**Run 1: track usage over the die**

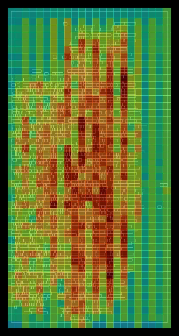
**Run 1: zoomed window**

Scale bar: 10 um. Window x 100 to 140, y 58 to 98 um. Cells in grey, sequential cells in the stronger grey; small squares are vias.
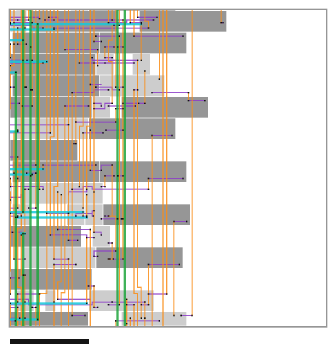
**Run 1: signal wires on met3**

Scale bar: 50 um. Cells faint in the background.
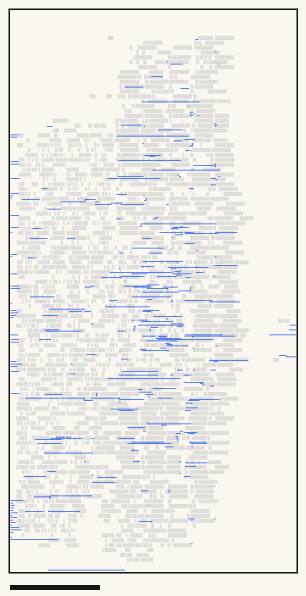
--- src/rtl/accel_spi_responder.sv ---
// accel_spi_responder: 3-wire mode-3 SPI accelerometer emulator.
// Optional: ACCEL_RESP_INT_ENABLE_EN gates spi_int with bit7 of reg 0x2E.
module accel_spi_responder #(
  parameter logic [7:0] DEVID       = 8'hE5,
  parameter int         SYNC_STAGES = 2
) (
  input  logic        clk,
  input  logic        reset,
  input  logic        spi_sclk,
  input  logic        spi_cs_n,
  input  logic        spi_sdat_i,
  output logic        spi_sdat_o,
  output logic        spi_sdat_oe,
  output logic        spi_int,
  input  logic [15:0] sample_x,
  input  logic [15:0] sample_y,
  input  logic [15:0] sample_z,
  input  logic        sample_valid,
  output logic        cfg_wr,
  output logic [5:0]  cfg_addr,
  output logic [7:0]  cfg_wdata
);

  typedef enum logic [1:0] {
    IDLE,
    CMD,
    RD,
    WR
  } state_t;

  state_t state;

  logic [SYNC_STAGES:0]   sclk_p;
  logic [SYNC_STAGES:0]   cs_p;
  logic [SYNC_STAGES-1:0] sdat_p;

  logic sclk_s, sclk_q, cs_s, cs_q, sdat_s;
  logic sclk_rise, sclk_fall, cs_rise, cs_fall;

  logic [2:0] cnt;
  logic [6:0] sr;
  logic [7:0] tx;
  logic [5:0] addr;
  logic       mb;
  logic       int_clr;

  logic [7:0] scratch [0:19];
  logic [7:0] data    [0:5];
  logic [7:0] shadow  [0:5];
  logic [7:0] pdata   [0:5];
  logic [7:0] smp     [0:5];
  logic       pend;
  logic       data_ready;

  logic [7:0] wbyte;
  logic [7:0] rdata;
  logic       scr_hit, dat_hit;
  logic [4:0] soff;
  logic [2:0] doff;

  // Input synchronizers; CS_N resets low so a held-low select never looks like a fresh fall
  always_ff @(posedge clk) begin
    if (reset) begin
      sclk_p <= '1;
      cs_p   <= '0;
      sdat_p <= '0;
    end else begin
      sclk_p <= {sclk_p[SYNC_STAGES-1:0], spi_sclk};
      cs_p   <= {cs_p[SYNC_STAGES-1:0], spi_cs_n};
      sdat_p <= {sdat_p[SYNC_STAGES-2:0], spi_sdat_i};
    end
  end

  assign sclk_s    = sclk_p[SYNC_STAGES-1];
  assign sclk_q    = sclk_p[SYNC_STAGES];
  assign cs_s      = cs_p[SYNC_STAGES-1];
  assign cs_q      = cs_p[SYNC_STAGES];
  assign sdat_s    = sdat_p[SYNC_STAGES-1];
  assign sclk_rise = sclk_s & ~sclk_q & ~cs_s;
  assign sclk_fall = ~sclk_s & sclk_q & ~cs_s;
  assign cs_rise   = cs_s & ~cs_q;
  assign cs_fall   = ~cs_s & cs_q;

  assign wbyte   = {sr, sdat_s};
  assign scr_hit = (addr >= 6'h1E) && (addr <= 6'h31);
  assign dat_hit = (addr >= 6'h32) && (addr <= 6'h37);
  assign soff    = 5'(addr - 6'h1E);
  assign doff    = 3'(addr - 6'h32);

  // Read mux over the register map; data bytes come from the shadow
  always_comb begin
    rdata = 8'h00;
    unique case (1'b1)
      (addr == 6'h00): rdata = DEVID;
      scr_hit:         rdata = scratch[soff];
      dat_hit:         rdata = shadow[doff];
      default:         rdata = 8'h00;
    endcase
  end

  // Incoming sample split into register byte order
  always_comb begin
    smp[0] = sample_x[7:0];
    smp[1] = sample_x[15:8];
    smp[2] = sample_y[7:0];
    smp[3] = sample_y[15:8];
    smp[4] = sample_z[7:0];
    smp[5] = sample_z[15:8];
  end

  // SPI transaction FSM, scratch writes and serial output
  always_ff @(posedge clk) begin
    if (reset) begin
      state       <= IDLE;
      cnt         <= '0;
      sr          <= '0;
      tx          <= '0;
      addr        <= '0;
      mb          <= 1'b0;
      int_clr     <= 1'b0;
      spi_sdat_o  <= 1'b0;
      spi_sdat_oe <= 1'b0;
      cfg_wr      <= 1'b0;
      cfg_addr    <= '0;
      cfg_wdata   <= '0;
      for (int i = 0; i < 20; i++) scratch[i] <= '0;
      for (int i = 0; i < 6; i++) shadow[i] <= '0;
    end else begin
      cfg_wr <= 1'b0;
      if (cs_rise) begin
        state       <= IDLE;
        spi_sdat_oe <= 1'b0;
        spi_sdat_o  <= 1'b0;
        int_clr     <= 1'b0;
      end else begin
        unique case (state)
          IDLE: begin
            if (cs_fall) begin
              state <= CMD;
              cnt   <= '0;
            end
          end
          CMD: begin
            if (sclk_rise) begin
              sr  <= wbyte[6:0];
              cnt <= cnt + 3'd1;
              if (cnt == 3'd7) begin
                mb   <= wbyte[6];
                addr <= wbyte[5:0];
                if (wbyte[7]) begin
                  state  <= RD;
                  shadow <= data;
                end else begin
                  state <= WR;
                end
              end
            end
          end
          RD: begin
            if (sclk_fall) begin
              spi_sdat_oe <= 1'b1;
              cnt         <= cnt + 3'd1;
              if (cnt == 3'd0) begin
                spi_sdat_o <= rdata[7];
                tx         <= {rdata[6:0], 1'b0};
                if (dat_hit) int_clr <= 1'b1;
              end else begin
                spi_sdat_o <= tx[7];
                tx         <= {tx[6:0], 1'b0};
              end
              if (cnt == 3'd7 && mb) addr <= addr + 6'd1;
            end
          end
          WR: begin
            if (sclk_rise) begin
              sr  <= wbyte[6:0];
              cnt <= cnt + 3'd1;
              if (cnt == 3'd7) begin
                if (scr_hit) begin
                  scratch[soff] <= wbyte;
                  cfg_wr        <= 1'b1;
                  cfg_addr      <= addr;
                  cfg_wdata     <= wbyte;
                end
                if (mb) addr <= addr + 6'd1;
              end
            end
          end
          default: state <= IDLE;
        endcase
      end
    end
  end

  // Sample loading, pending slot and data-ready flag
  always_ff @(posedge clk) begin
    if (reset) begin
      pend       <= 1'b0;
      data_ready <= 1'b0;
      for (int i = 0; i < 6; i++) begin
        data[i]  <= '0;
        pdata[i] <= '0;
      end
    end else begin
      if (cs_rise) begin
        if (int_clr) data_ready <= 1'b0;
        if (pend) begin
          data       <= pdata;
          data_ready <= 1'b1;
          pend       <= 1'b0;
        end
      end
      if (sample_valid) begin
        if (cs_s) begin
          data       <= smp;
          data_ready <= 1'b1;
        end else begin
          pdata <= smp;
          pend  <= 1'b1;
        end
      end
    end
  end

`ifdef ACCEL_RESP_INT_ENABLE_EN
  assign spi_int = data_ready & scratch[16][7];
`else
  assign spi_int = data_ready;
`endif

endmodule
--- config.mk ---
export PLATFORM = sky130hd
export DESIGN_NAME = accel_spi_responder
export DESIGN_NICKNAME = d
export VERILOG_FILES = /design/src/rtl/accel_spi_responder.sv
export SDC_FILE = /design/constraint.sdc
export NUM_CORES = 1
export LEC_CHECK = 0
export CORE_ASPECT_RATIO = 2
export CORE_MARGIN = 3
export CORE_UTILIZATION = 41
export DETAILED_ROUTE_END_ITERATION = 16
export GPL_ROUTABILITY_DRIVEN = 1
export MAX_ROUTING_LAYER = met4
export PLACE_DENSITY = 0.69
export SYNTH_ARGS = -nofsm -noshare
export SYNTH_HDL_FRONTEND = slang
export SYNTH_SLANG_ARGS = --single-unit
--- constraint.sdc ---
create_clock -name clk -period 4.3 [get_ports clk]
set_input_delay 0.43 -clock clk [delete_from_list [all_inputs] [get_ports clk]]
set_output_delay 0.43 -clock clk [all_outputs]
set_load 0.05 [all_outputs]
==> results.txt, run 1 <==
fresh numbers from the pnr run: Max clock buf depth 3, Buf+Inv Stages, Crit Path 0, arrival time worst endpoint 3.74 ns, die area 50000 um^2, sw power 1.83 mW, PwrDens roughly 400 nW/um^2, I/O pin count 72, WL/cell 21.3 um, Critical Path RT 4.54 ns, internal power 6.86 mW, Slew HR 17.7%, final setup fails 0, nets roughly 1.7k, worst hold path class in -> reg, fin area 21900 um^2, first-pass GRT wire length 76.8 mm, clk_skew 0.0262 ns, Init Core Util between 40% and 50%, GP Congestion 0.919, status complete, no violations
Back to the opening pictures, 'track usage over the die':
busiest grt layer: met2
all-layer global routing usage: 20.5%

Back to the opening pictures, 'zoomed window':
- green: M4
- purple: M1
- orange: M2
- cyan: M3
- sequential cells in the window: 17
- netlist names of flops here include: `scratch` (17)
- cells with their middle in the window: 34
- most frequent: edfxtp_1 (17), and2_1 (9), mux4_2 (4)

Back to the opening pictures, 'signal wires on met3':
- wire length on this layer: 2170 um
- nets with wire on the layer: 167

[run 1: routing by layer]
layer / global-route usage [%] / wire [um] / vias to the layer above
met5: - / 0 / -
met2: 37.8 / 27400 / 447
met4: 12.6 / 3510 / 0
li1: - / - / 6015
met1: 20.7 / 16800 / 6286
met3: 1.90 / 2170 / 145
[run 1: through the flow]
stage	hold slack, ns	total power [mW]	utilization (%)
2_1_floorplan	0.389	4.95	-
3_3_place_gp	0.412	5.08	44.0
3_5_place_dp	0.412	5.09	44.0
4_1_cts	0.351	8.74	46.9
5_1_grt	0.356	8.94	46.9
6_report	0.348	8.69	46.9
[run 1: sequential cells by signal, indices dropped and copies added (netlist names), 2 cells and up]
name and cells:
addr 6, cfg_wdata 8, sr 7, data 48, pdata 48, cs_p 3
cnt 3, sdat_p 2, sclk_p 3, tx 7, cfg_addr 6, shadow 48
state 2, scratch 256
[run 1: final timing paths]
path                   from        endpoint  slack (ns)
setup / recovery    addr[0]  scratch[12][3]        0.80
hold / removal        reset          cnt[2]        0.35
setup reg to reg    addr[0]  scratch[12][3]        0.80
hold reg to reg   sclk_p[0]       sclk_p[1]        0.43
[run 1: power by group through the flow]
stage                     registers, mW  clock network, mW  logic, mW
after floorplan                    4.78                  0      0.172
after global placement             4.80                  0      0.283
after detailed placement           4.80                  0      0.289
after CTS                          4.70               3.75      0.291
after global routing               4.71               3.91      0.315
final                              4.70               3.70      0.287
[run 1: kinds of logic after synthesis]
group	Yosys count	synth area share, %
buf+inv	140	3.02
fa+ha+maj	9	0.581
compound gates	242	8.05
mux	111	10.5
xor+xnor	2	0.0905
flops	454	60.2
simple gates	717	17.6
[run 1: cell usage in the layout, fill, tap and decap left out, types with 3 or more instances in the layout]
cell type        netlist  layout
buf_4                  8      27
bufinv_16              0       4
nand2b_1               8       8
o21ai_0               27      26
a311oi_1              49      49
inv_1                 10      10
nand3_1               57      57
mux2i_1               37      37
o211ai_1               3       3
o21a_1                 3       3
dfxtp_2                0       8
and2_1               163     163
clkbuf_16              0      42
o221ai_1               3       3
nor3_2                 6       6
edfxtp_1             256     256
clkinv_2               0       5
nand3b_1               3       3
ha_1                   9       9
dfxtp_1              198     188
a221oi_1               3       3
nor2_1               135     135
o22ai_1               10      10
nand2_1              277     276
a21oi_1              112     112
clkdlybuf4s50_1        0      70
nor3_1                18      18
nor2b_1               12      10
or2_2                 27      27
a22oi_1                3       3
a211oi_1               7       7
clkbuf_1              92      10
mux4_2                73      73
[run 1: area by class of cell]
| class | count | area, um^2 |
|---|---|---|
| Tap cell | 627 | 785 |
| Multi-Input combinational cell | 1081 | 7150 |
| Fill cell | 4152 | 24800 |
| Sequential cell | 454 | 11700 |
| Timing Repair Buffer | 98 | 915 |
| Clock buffer | 54 | 1120 |
| Clock inverter | 18 | 228 |
| Inverter | 10 | 37.5 |
==> inputs of run 2 (changes only) <==
- PLACE_DENSITY: 0.69 -> 0.71
- clock period: 4.3 -> 3 ns (I/O delays scaled with it)
**Run 2: the metal 1 layer**

Scale bar: 50 um. Supply wires on this layer in grey.
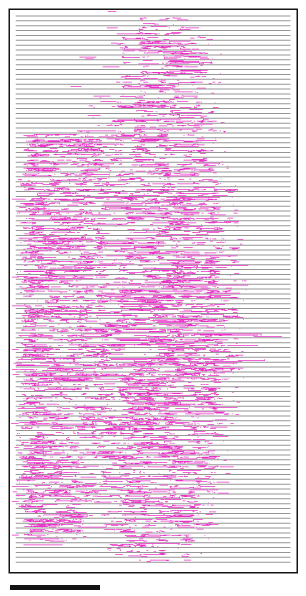
- wire length on this layer: 17000 um
- nets with wire on the layer: 1707

==> run 2 against run 1 <==
Die area unchanged. Highest routed layer unchanged. Clock-buffer cell count decreased by 11. Cell count increased by 2.1%. Clock skew decreased by 0.0023 ns. Clock power increased by 31%. Critical endpoint is now tx[4]. Area after synthesis unchanged.
==> results.txt, run 2 <==
fresh numbers from the pnr run: status complete, no violations, nets 1800 (+3.0%), most flop-heavy register scratch, worst hold path class in -> reg, I/O pin count 72 (unchanged), Post-synth EDFFs 256, die area 50000 um^2 (unchanged), GP Congestion 0.963 (+4.7%), ANT nets after route 0, final setup fails 0 (unchanged), die y size 313 um, Init Core Util 41.5% (unchanged), Slew HR 26.3% (+8.6 points), clock tree from TritonCTS yes, most numerous logic cell after layout nand2_1, Max clock buf depth 3 (unchanged), CTS buffer count 37, first-pass GRT wire length 76.9 mm (+0.14%), CP Cell Sequence buf_12, mux4_2, nor2b_1, a2111oi_0, nor3_1, a21o_1, most frequent logic cells in the routed design 276 x nand2_1, 256 x edfxtp_1, 192 x dfxtp_1, 163 x and2_1, 131 x nor2_1, Final Util 47.6% (+0.67 points), WHS 0.134 ns (-0.214 ns), PwrDens 541 nW/um^2 (+36%), Critical Path RT 3.45 ns (-1.09 ns), all-layer global routing usage 20.4% (-0.031 points), Synth mux share 10.5% (unchanged), CP max stage delay 0.89 ns, Basic Gates by Area 17.6% (unchanged), Std-Cell Rows 112, fill count 4167 (+0.36%), Total Power 12.0 mW (+38%), Synth Area in Adders 0.581% (unchanged), comb area leader simple AND/OR/NAND/NOR gates
[run 2: cell types whose count changed in the layout (fill, tap and decap cells not counted), moves of 4 or more]
cell,change
dfxtp_1,+4
dfxtp_2,-4
nor2_1,-4
clkbuf_16,-4
buf_4,+52
clkbuf_1,-7
clkinv_2,+4
nor2_2,+4
[run 2: cells by family after synthesis]
family	Yosys count
AND-OR/OR-AND	242
XOR/XNOR	2
adder cells (fa/ha/maj)	9
buffers and inverters	140
flip-flops	454
multiplexers	111
AND/OR/NAND/NOR	717
[run 2: worst paths after layout]
kind,start,depth (start not counted),slack [ns],end
hold / removal,reset,3,0.13,cfg_wr
setup reg to reg,addr[0],6,0.05,tx[4]
setup / recovery,addr[0],6,0.05,tx[4]
hold reg to reg,sclk_p[0],1,0.42,sclk_p[1]
[run 2: timing repair]
item / in CTS / in global routing
buffers inserted: 0 / 3
setup endpoints to repair: 0 / 23
gates resized: 0 / 1
hold buffers: 0 / 0
[run 2: area by class of cell]
class | count | area, um^2 | share of cell area, %
inverter | 10 | 37.5 | 0.169
tap | 627 | 785 | 3.53
multi-input combinational | 1081 | 7170 | 32.3
timing repair buffer | 153 | 1370 | 6.15
sequential | 454 | 11700 | 52.5
clock buffer | 43 | 990 | 4.46
clock inverter | 24 | 204 | 0.918
[run 2: layer usage]
metal	vias up	routed length [um]	track usage (%)
li1	6114	-	-
met5	-	0	-
met1	6430	17000	20.3
met3	163	2320	1.87
met4	0	3800	13.4
met2	461	27500	37.8
[run 2: tightest hold or removal path, cell delays in order]
cell and delay (ns):
buf_6 0.11, nor4_4 0.05, buf_4 0.17
[run 2: where the power goes]
part	internal (mW)	leakage [nW]	total, mW	switching, mW
registers	6.67	4.15	6.74	0.0669
clock network	2.58	0.586	4.86	2.28
logic	0.163	2.74	0.417	0.254
total	9.42	7.48	12.0	2.60
[run 2: through the flow]
step,setup WS (ns),cell area [um^2]
final,0.0520,22200
after global routing,0.0246,22200
after CTS,0.154,22200
after detailed placement,0.169,21000
after global placement,0.141,21000
after floorplan,-0.228,19400
==> inputs of run 3 (changes only) <==
- CTS_CLUSTER_DIAMETER: unset -> 100
**Run 3: the metal 1 layer**

Scale bar: 50 um. Supply wires on this layer in grey.
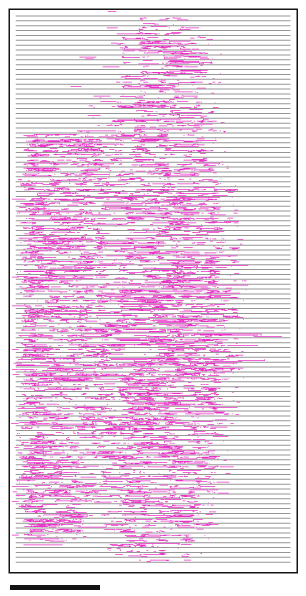
- share of all routed wire: 34%
- longest straight run: 43.2 um
- main direction: horizontal
- nets with wire on the layer: 1707

==> run 3 against run 2 <==
Utilization unchanged. Clock-buffer cell count unchanged. Synthesized cell count stayed put. Cell count did not move. Via count unchanged.
==> results.txt, run 3 <==
fresh numbers from the pnr run: status complete, no violations, most flop-heavy register scratch, Cell Type Count 59, die area 50000 um^2 (unchanged), I/O pin count 72 (unchanged), clock period minus worst slack 2.95 ns, worst r2r src addr[0], WHS Endpoint cfg_wr, nets 1800 (unchanged), RSZ-0062 raised after global routing no, Total Power 12.0 mW (unchanged), Placed Area 21000 um^2 (unchanged), Post-synth EDFFs 256 (unchanged), most frequent logic cells in the routed design 276 x nand2_1, 256 x edfxtp_1, 192 x dfxtp_1, 163 x and2_1, 131 x nor2_1, Fmax around 340 MHz, HP Start reset, die y size 313 um (unchanged), antenna violations before repair 0, Std-Cell Rows 112 (unchanged), post-route setup slack 0.0520 ns (unchanged), Commonest cells post-synth 277 x nand2_1, 256 x edfxtp_1, 198 x dfxtp_1, Slew HR 26.3% (unchanged), first-pass GRT wire length 76.9 mm (unchanged), Insertion Delay late pin 0.55 ns, max-slew violations 0, clock tree from TritonCTS yes, CP Cell Sequence buf_12, mux4_2, nor2b_1, a2111oi_0, nor3_1, a21o_1, slack of the worst reg-to-reg path 0.05 ns (about the same), GP Congestion 0.963 (unchanged), final setup fails 0 (unchanged), setup_tns 0 ns, Worst R2R Path Depth 6 (unchanged), Max clock buf depth 3 (unchanged), PwrDens 541 nW/um^2 (unchanged), CP max stage delay 0.89 ns (about the same), pin count of the biggest net entering global routing 218, Setup crit end kind register, via count 13.2k, most numerous logic cell after layout nand2_1, fin area 22200 um^2 (unchanged), Init Core Util 41.5% (unchanged), ANT nets after route 0 (unchanged), FF-to-FF End tx[4], all-layer global routing usage 20.4% (unchanged), Critical Path RT 3.45 ns (about the same), CP Launch Type register, CTS buffer count 37 (unchanged)
## run 3: worst max-delay path: cells and delay by family, from the launching register on
kind	cells	cell delay, ns
compound gates	2	1.11
mux	1	0.57
flops	1	0.38
buf+inv	1	0.38
simple gates	2	0.32
## run 3: worst max path at each step
stage | startpoint | end | slack (ns) | depth (start not counted)
CTS | addr[2] | spi_sdat_o | 0.15 | 8
detailed placement | addr[2] | spi_sdat_o | 0.17 | 8
global placement | addr[0] | tx[4] | 0.14 | 6
global route | addr[2] | spi_sdat_o | 0.02 | 8
floorplan | addr[0] | scratch[28][0] | -0.23 | 10
finish | addr[0] | tx[4] | 0.05 | 6
## run 3: area by class of cell
cell class / count / area, um^2
clock inverter: 24 / 204
tap: 627 / 785
sequential: 454 / 11700
clock buffer: 43 / 990
timing repair buffer: 153 / 1370
inverter: 10 / 37.5
fill: 4167 / 24500
multi-input combinational: 1081 / 7170
## run 3: where the power goes
part | switching, mW | internal [mW] | total, mW
logic | 0.254 | 0.163 | 0.417
clock network | 2.28 | 2.58 | 4.86
registers | 0.0669 | 6.67 | 6.74
total | 2.60 | 9.42 | 12.0
## run 3: cell families (layout without fill, tap and decap cells)
logic type | Yosys count | count (layout) | share of synthesized area (%)
and+or+nand+nor | 717 | 717 | 17.6
muxes | 111 | 111 | 10.5
AOI/OAI and AO/OA | 242 | 242 | 8.05
adders and majority gates | 9 | 9 | 0.581
buffers and inverters | 140 | 230 | 3.02
xor gates and xnor gates | 2 | 2 | 0.0905
DFF | 454 | 454 | 60.2
## run 3: layer usage
layer	track usage, %	up-vias	routed length (um)
met3	1.87	163	2320
li1	-	6114	-
met4	13.4	0	3800
met2	37.8	461	27500
met1	20.3	6430	17000
met5	-	-	0
## run 3: what timing repair did
item | CTS | global route
resized | 0 | 1
setup buffers | 0 | 3
endpoints found under the setup margin | 0 | 23
hold buffers | 0 | 0
Power and IR drop assume default switching activity.
